==> config.mk <==
export PLATFORM = sky130hd
export DESIGN_NAME = mux2_sel_arbiter
export DESIGN_NICKNAME = d
export VERILOG_FILES = /design/src/rtl/mux2_sel_arbiter.sv
export SDC_FILE = /design/constraint.sdc
export NUM_CORES = 1
export LEC_CHECK = 0
export ABC_AREA = 1
export CAP_MARGIN = 15
export CORE_MARGIN = 2
export CORE_UTILIZATION = 57
export DETAILED_ROUTE_END_ITERATION = 6
export GPL_TIMING_DRIVEN = 1
export PLACE_DENSITY = 0.87
export SKIP_LAST_GASP = 1
export SLEW_MARGIN = 20
export SYNTH_ARGS = -nofsm -noshare
export SYNTH_HDL_FRONTEND = slang
export SYNTH_SLANG_ARGS = --single-unit
==> constraint.sdc <==
create_clock -name clk -period 2.05 [get_ports clk]
set_clock_uncertainty 0.2 [all_clocks]
set_input_delay 0.205 -clock clk [delete_from_list [all_inputs] [get_ports clk]]
set_output_delay 0.205 -clock clk [all_outputs]
set_load 0.02 [all_outputs]
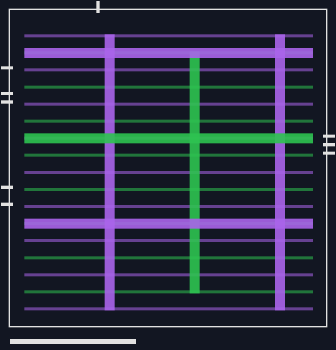
Fig. 1. Power grid.
The bar under the picture is 20 um long. Pins as bars on the die edge.
[VSS] purple
[VDD] green
signal pins: 9
met5 straps: 3
met4 straps: 3
met1 rails: 17
rows: 16
die width: 50.4 um
Peak VDD IR: 0.804 mV

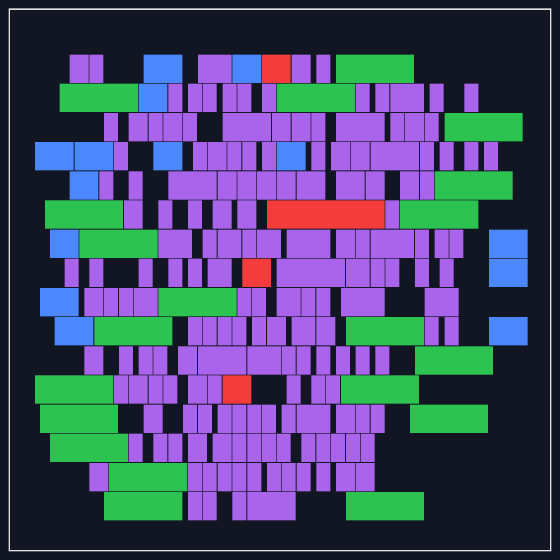
Fig. 2. Cell classes on the final placement.
[clock drivers and dummy loads] red | cells: 4
[flip-flops] green | cells: 20
[all other logic] purple | cells: 170
[other buffers and delay cells] blue | cells: 14
Core Util, Final: 0.718
Seq area share: 0.279
Core ar.: 2000 um^2

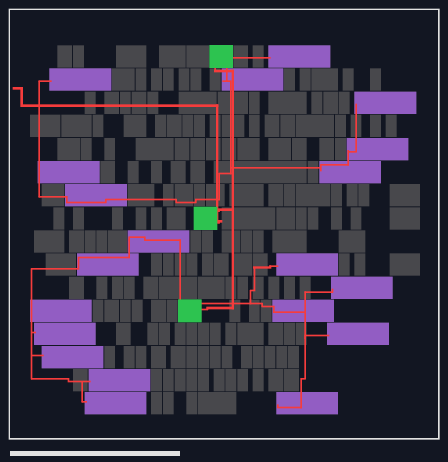
Fig. 3. Clock distribution.
The bar under the picture is 20 um long.
[cells driving clock nets] green | count: 3
[clock wires] red | length: 269 um
[flip-flops] purple | count: 20
flops lie: all over the die
clock power share: 0.166
Clock Latency Late Sink: 0.31 ns

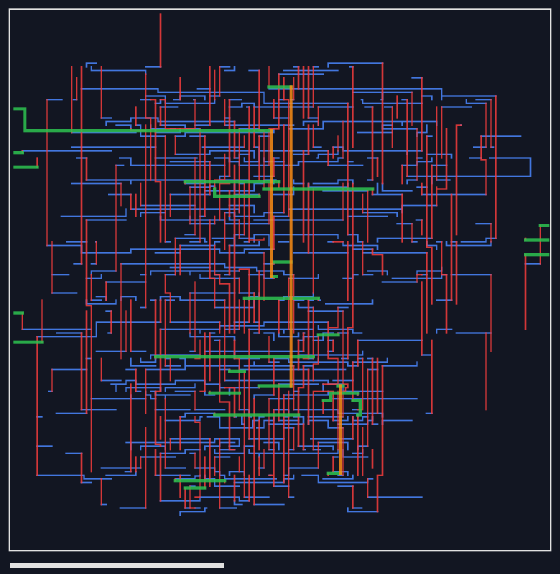
Fig. 4. Routed metal, one colour a layer.
The bar under the picture is 20 um long.
[met3] green | wire length: 117 um
[met2] red | wire length: 1210 um
[met1] blue | wire length: 1220 um
[met4] orange | wire length: 49.6 um
final WL: 2.59 mm
Routed WL per cell: 11.0 um
detailed-route via count: 1218

==> impl_metrics.yaml <==
# implementation run metrics
run_status:
  outcome: "finished clean"
floorplanning:
  row_count: 16
  dieArea_um2: 2540
  fp_util: 0.612
pwr:
  p_leak_uw: 0.000703
  intPower_uw: 1090
  seq_cell_power_uw: 586
  clk-power_uw: 330
  p_sw_frac: 0.448
  pwr-share-seq: 0.296
  combinationalPowerShare: 0.538
  power_density_nw_per_um2: 1380
  p_sw_uw: 887
yosys:
  mux_area_frac: 0
  yosysCellCount: 191
  simple_gate_share: 0.399
  yosys.area_share.adder: 0.0613
  numSynthFlops: 20
  aoi_share: 0.105
  top_logic_kind: "simple AND/OR/NAND/NOR gates"
  syn_area_um2: 1220
  ys_chip_area_um2: 1220
  async_flop_share: 0
  synth_nets: 201
  yosys.area.top_type: "dfxtp_1"
  top_cell: "nand2_1"
  top_cells_by_count: "nand2_1, inv_1, nor2_1"
global_routing:
  grt_max_degree: 13
  antenna_found_initial: 0
  grt_pass1_wl_mm: 4.54
  grt_pass1_vias: 1144
  gr-total-overflow: 0
final_layout:
  final-clk-cell-share: 0.0366
  drive_above_1_share: 0.115
  logic_gates: 143
  fillers: 169
  largestClassByArea: "logic gates"
  layout_top_cell: "nand2_1"
  final_cell_mix: "nand2_1, inv_1, nor2_1, dfxtp_1, nand3_1"
  regArea_um2: 400
  n_clock_buffer: 3
  largest_reg_flops: 8
  signal_buffers: 14
  nNonClkInverters: 27
  comb_area_um2: 723
  sh_comb_area: 0.503
  n_antenna_cell: 0
place:
  io_buffers: 8
  hpwl_mm: 1.91
  place_ws_ns: -0.135
  gp_congestion: 0.856
critical_path:
  cpMostUsedCell: "nand2_1"
  r2r_slack_ns: 0.22
  crit_fanout: 3
  cp.required_ns: 2.10
  cpPeakStageDelay_ns: 0.47
  cp_top_family: "buffers and inverters"
  critPathKind: "in -> reg"
  cp_data_arrival_time_ns: 1.92
  slowest_stage: "clkdlybuf4s50_1"
  cp.depth: 12
  end_kind: "register"
  reg2reg_depth: 9
  crit_buf_inv: 4
  cp-start-kind: "input port"
clock_network:
  cts_tree: "yes"
  cts_hold_buf: 0
  cts_resized: 0
  clock_sinks: 20
  clk_path_buf_depth: 2
  cts_buffers: 3
  clk_pin_slew_ns: 0.12
  htreeDepth: 1
  clockRootBuffer: "clkbuf_4"
final_timing:
  worstMarginPinSlew_ns: 0.375
  fmax_mhz: 537
  min_period_ns: 1.86
  final-hold-violation-count: 0
route:
  first_pass_iters: 6
  drc: 0
  ant_nets: 0
  drt_iter0_drc: 43
min_path:
  hold_depth: 2
  hold_path_class: "reg -> reg"
flow_run:
  cap_viol_max_count: 0
-- kinds of logic after synthesis --
| logic type | count (synthesis) |
|---|---|
| simple gates | 110 |
| buf+inv | 28 |
| compound gates | 24 |
| flops | 20 |
| fa+ha+maj | 6 |
| xor+xnor | 3 |
-- through the flow --
stage,cell area (um^2),hold WS [ns],instances,power [uW]
4_1_cts,1430,0.294,235,1980
3_3_place_gp,1380,0.250,231,1590
2_1_floorplan,1220,0.0741,191,1380
6_report,1440,0.294,235,1980
5_1_grt,1440,0.322,235,2150
3_5_place_dp,1380,0.271,231,1640
-- per-layer routing --
metal  vias to the layer above  share of wire  routed length [um]  track usage
met3                         7          0.045                 116       0.0387
met2                        40           0.47                1210        0.388
li1                        632              -                   -            -
met4                         0          0.019                  49        0.113
met5                         -              0                   0            0
met1                       539           0.47                1220        0.285
Power figures rest on the tool's default switching activity, not on a simulated workload.
